File: src/rtl/lfsr_stream_gen.sv
// lfsr_stream_gen: maximal-length Fibonacci LFSR bit-stream source.
// Emits one serial bit per enabled cycle with a valid strobe, supports
// runtime reseeding with zero-seed substitution, and flags each completed
// period (return to the loaded seed) with max_tick_reg.

module lfsr_stream_gen #(
  parameter int               WIDTH        = 16,
  parameter logic [WIDTH-1:0] TAPS         = 16'hB400,
  parameter logic [WIDTH-1:0] DEFAULT_SEED = 16'h0001
) (
  input  logic             clk,
  input  logic             reset,
  input  logic             en,
  input  logic             seed_load,
  input  logic [WIDTH-1:0] seed,
  output logic [WIDTH-1:0] lfsr_reg,
  output logic             lfsr_msb,
  output logic             bit_valid,
  output logic             max_tick_reg,
  output logic [WIDTH-1:0] period_count,
  output logic             seed_err
);

  // Operating mode. The state register records which action was taken on
  // the last edge; the action for the coming edge is chosen from the
  // current inputs so that en/seed_load take effect with one-cycle latency.
  typedef enum logic [1:0] {
    ST_HOLD = 2'd0,
    ST_RUN  = 2'd1,
    ST_LOAD = 2'd2
  } state_t;

  state_t           state_r;
  state_t           state_s;

  logic [WIDTH-1:0] seed_copy_r;

  logic [WIDTH-1:0] step_state_s;
  logic [WIDTH-1:0] load_value_s;
  logic             seed_zero_s;
  logic             wrap_s;

  logic [WIDTH-1:0] lfsr_next_s;
  logic             msb_next_s;
  logic             valid_next_s;
  logic             tick_next_s;
  logic [WIDTH-1:0] count_next_s;
  logic             err_next_s;
  logic [WIDTH-1:0] seed_copy_next_s;

  // Feedback bit: even parity over the tapped state bits.
  function automatic logic lfsr_feedback(input logic [WIDTH-1:0] value);
    return ^(value & TAPS);
  endfunction

  // One Fibonacci step: shift towards the MSB, feedback enters at bit 0.
  // An all-zero state can only arise from an upset; it is steered back to
  // the default seed instead of locking up.
  function automatic logic [WIDTH-1:0] lfsr_advance(input logic [WIDTH-1:0] value);
    logic [WIDTH-1:0] nxt;
    nxt = {value[WIDTH-2:0], lfsr_feedback(value)};
    if (nxt == {WIDTH{1'b0}}) begin
      nxt = DEFAULT_SEED;
    end else begin
      nxt = nxt;
    end
    return nxt;
  endfunction

  // Datapath helpers shared by the action decode below.
  always_comb begin
    seed_zero_s  = (seed == {WIDTH{1'b0}});
    load_value_s = seed_zero_s ? DEFAULT_SEED : seed;
    step_state_s = lfsr_advance(lfsr_reg);
    wrap_s       = (step_state_s == seed_copy_r);
  end

  // Next-mode decode, priority seed_load over en (reset handled in the register).
  always_comb begin
    state_s = ST_HOLD;
    case (state_r)
      ST_HOLD, ST_RUN, ST_LOAD: begin
        if (seed_load) begin
          state_s = ST_LOAD;
        end else if (en) begin
          state_s = ST_RUN;
        end else begin
          state_s = ST_HOLD;
        end
      end
      default: begin
        state_s = ST_HOLD;
      end
    endcase
  end

  // Per-mode next values for the registered outputs and the seed copy.
  always_comb begin
    lfsr_next_s      = lfsr_reg;
    msb_next_s       = lfsr_msb;
    valid_next_s     = 1'b0;
    tick_next_s      = 1'b0;
    count_next_s     = period_count;
    err_next_s       = seed_err;
    seed_copy_next_s = seed_copy_r;
    case (state_s)
      ST_LOAD: begin
        lfsr_next_s      = load_value_s;
        seed_copy_next_s = load_value_s;
        count_next_s     = {WIDTH{1'b0}};
        err_next_s       = seed_zero_s;
      end
      ST_RUN: begin
        lfsr_next_s  = step_state_s;
        msb_next_s   = lfsr_reg[WIDTH-1];
        valid_next_s = 1'b1;
        if (wrap_s) begin
          tick_next_s  = 1'b1;
          count_next_s = {WIDTH{1'b0}};
        end else begin
          tick_next_s  = 1'b0;
          count_next_s = period_count + WIDTH'(1);
        end
      end
      ST_HOLD: begin
        lfsr_next_s = lfsr_reg;
      end
      default: begin
        lfsr_next_s = lfsr_reg;
      end
    endcase
  end

  // State and output registers; reset dominates any pending load or step.
  always_ff @(posedge clk) begin
    if (reset) begin
      state_r      <= ST_HOLD;
      lfsr_reg     <= DEFAULT_SEED;
      lfsr_msb     <= 1'b0;
      bit_valid    <= 1'b0;
      max_tick_reg <= 1'b0;
      period_count <= {WIDTH{1'b0}};
      seed_err     <= 1'b0;
      seed_copy_r  <= DEFAULT_SEED;
    end else begin
      state_r      <= state_s;
      lfsr_reg     <= lfsr_next_s;
      lfsr_msb     <= msb_next_s;
      bit_valid    <= valid_next_s;
      max_tick_reg <= tick_next_s;
      period_count <= count_next_s;
      seed_err     <= err_next_s;
      seed_copy_r  <= seed_copy_next_s;
    end
  end

endmodule

File: config.mk
export PLATFORM = sky130hd
export DESIGN_NAME = lfsr_stream_gen
export DESIGN_NICKNAME = d
export VERILOG_FILES = /design/src/rtl/lfsr_stream_gen.sv
export SDC_FILE = /design/constraint.sdc
export NUM_CORES = 1
export LEC_CHECK = 0
export ABC_AREA = 1
export CORE_AREA = 2 2 91 93
export DETAILED_ROUTE_END_ITERATION = 8
export DIE_AREA = 0 0 93 95
export PLACE_DENSITY_LB_ADDON = 0.3
export SLEW_MARGIN = 10
export SYNTH_ARGS = -nofsm -noshare
export SYNTH_HDL_FRONTEND = slang
export SYNTH_SLANG_ARGS = --single-unit
File: constraint.sdc
create_clock -name clk -period 1.7 [get_ports clk]
set_input_delay 0.425 -clock clk [delete_from_list [all_inputs] [get_ports clk]]
set_output_delay 0.425 -clock clk [all_outputs]
set_load 0.02 [all_outputs]
floorplan.png
Pins as bars on the die edge.
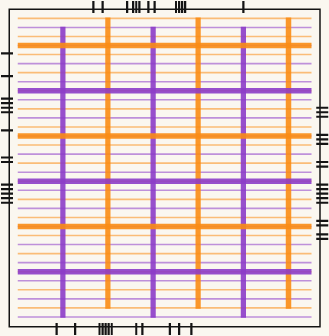
legend:
  VDD:
    color: orange
  VSS:
    color: purple
met5 straps: 6
rows: 33
Vert. Die Dim: 95 um
DIE WIDTH: 93 um
core area: 7930 um2

class_map.png
Scale bar: 20 um.
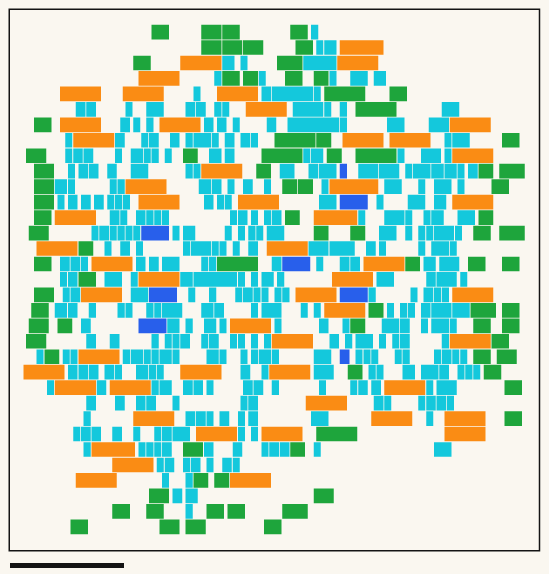
legend:
  remaining buffers and delay cells:
    color: green
    cells: 85
  remaining logic cells:
    color: cyan
    cells: 376
  registers:
    color: orange
    cells: 54
  clock drivers and dummy loads:
    color: blue
    cells: 8
FP Rows: 33
final core utilization: 51.6%

==> flow_metrics.tcl <==
# flow metrics
set metrics [dict create \
    ys_cells 448 \
    nets 545 \
    cts_buffers 5 \
    fp_util_pct 38.7 \
    grt_pass1_vias 2824 \
    top_usage_layer "met2" \
    cts_sinks 54 \
    top_cells_by_count "nand2_1, inv_1, dfxtp_1" \
    dp.cells 616 \
    aoi_share_pct 16.7 \
    outcome "completed" \
    start_kind "flop" \
    htreeDepth 2 \
    synth_chip_area_um2 3070 \
    ys_sh_mux_pct 0 \
    lay_top_count "nand2_1" \
    grt_max_degree 36 \
    p_sw_uw 931 \
    finalHoldViolations 0 \
    ys_ff 54 \
    clkTransAtPathRegs_ns 0.10 \
    top_layer_used "met4" \
    cpPeakStageDelay_ns 0.60 \
    logic_family "simple AND/OR/NAND/NOR gates" \
    most-common-layout-cells "nand2_1, inv_1, dfxtp_1" \
    ys_sh_adder_pct 1.22 \
    vias 3017 \
]
clock_wires.png
Scale bar: 20 um.
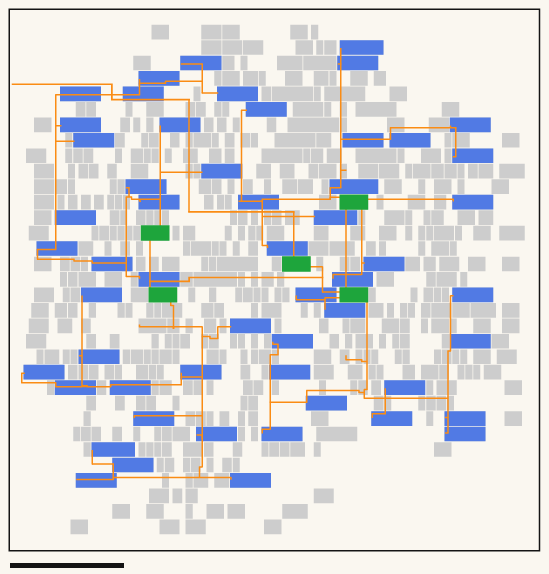
legend:
  clock wires:
    color: orange
    length: 733 um
  clock-net drivers:
    color: green
    count: 5
  flip-flops:
    color: blue
    count: 54
routed clock nets: 6

## power groups by stage
stage | sequential [mW] | combinational, mW | clock, mW
2_1_floorplan | 1.49 | 0.385 | 0
3_3_place_gp | 1.45 | 0.698 | 0
3_5_place_dp | 1.45 | 0.706 | 0
4_1_cts | 1.42 | 0.692 | 0.778
5_1_grt | 1.44 | 0.797 | 0.828
6_report | 1.42 | 0.709 | 0.768
## path summary, 6_finish.rpt
path                            depth (start not counted)  slack, ns                            to
worst min register to register                          2       0.53  period_count[6]$_SDFFE_PP0P_
worst max register to register                         11       0.14  period_count[3]$_SDFFE_PP0P_
worst min-delay path                                    2       0.53  period_count[6]$_SDFFE_PP0P_
worst max-delay path                                    1       0.06                     bit_valid
Power figures rest on the tool's default switching activity, not on a simulated workload.
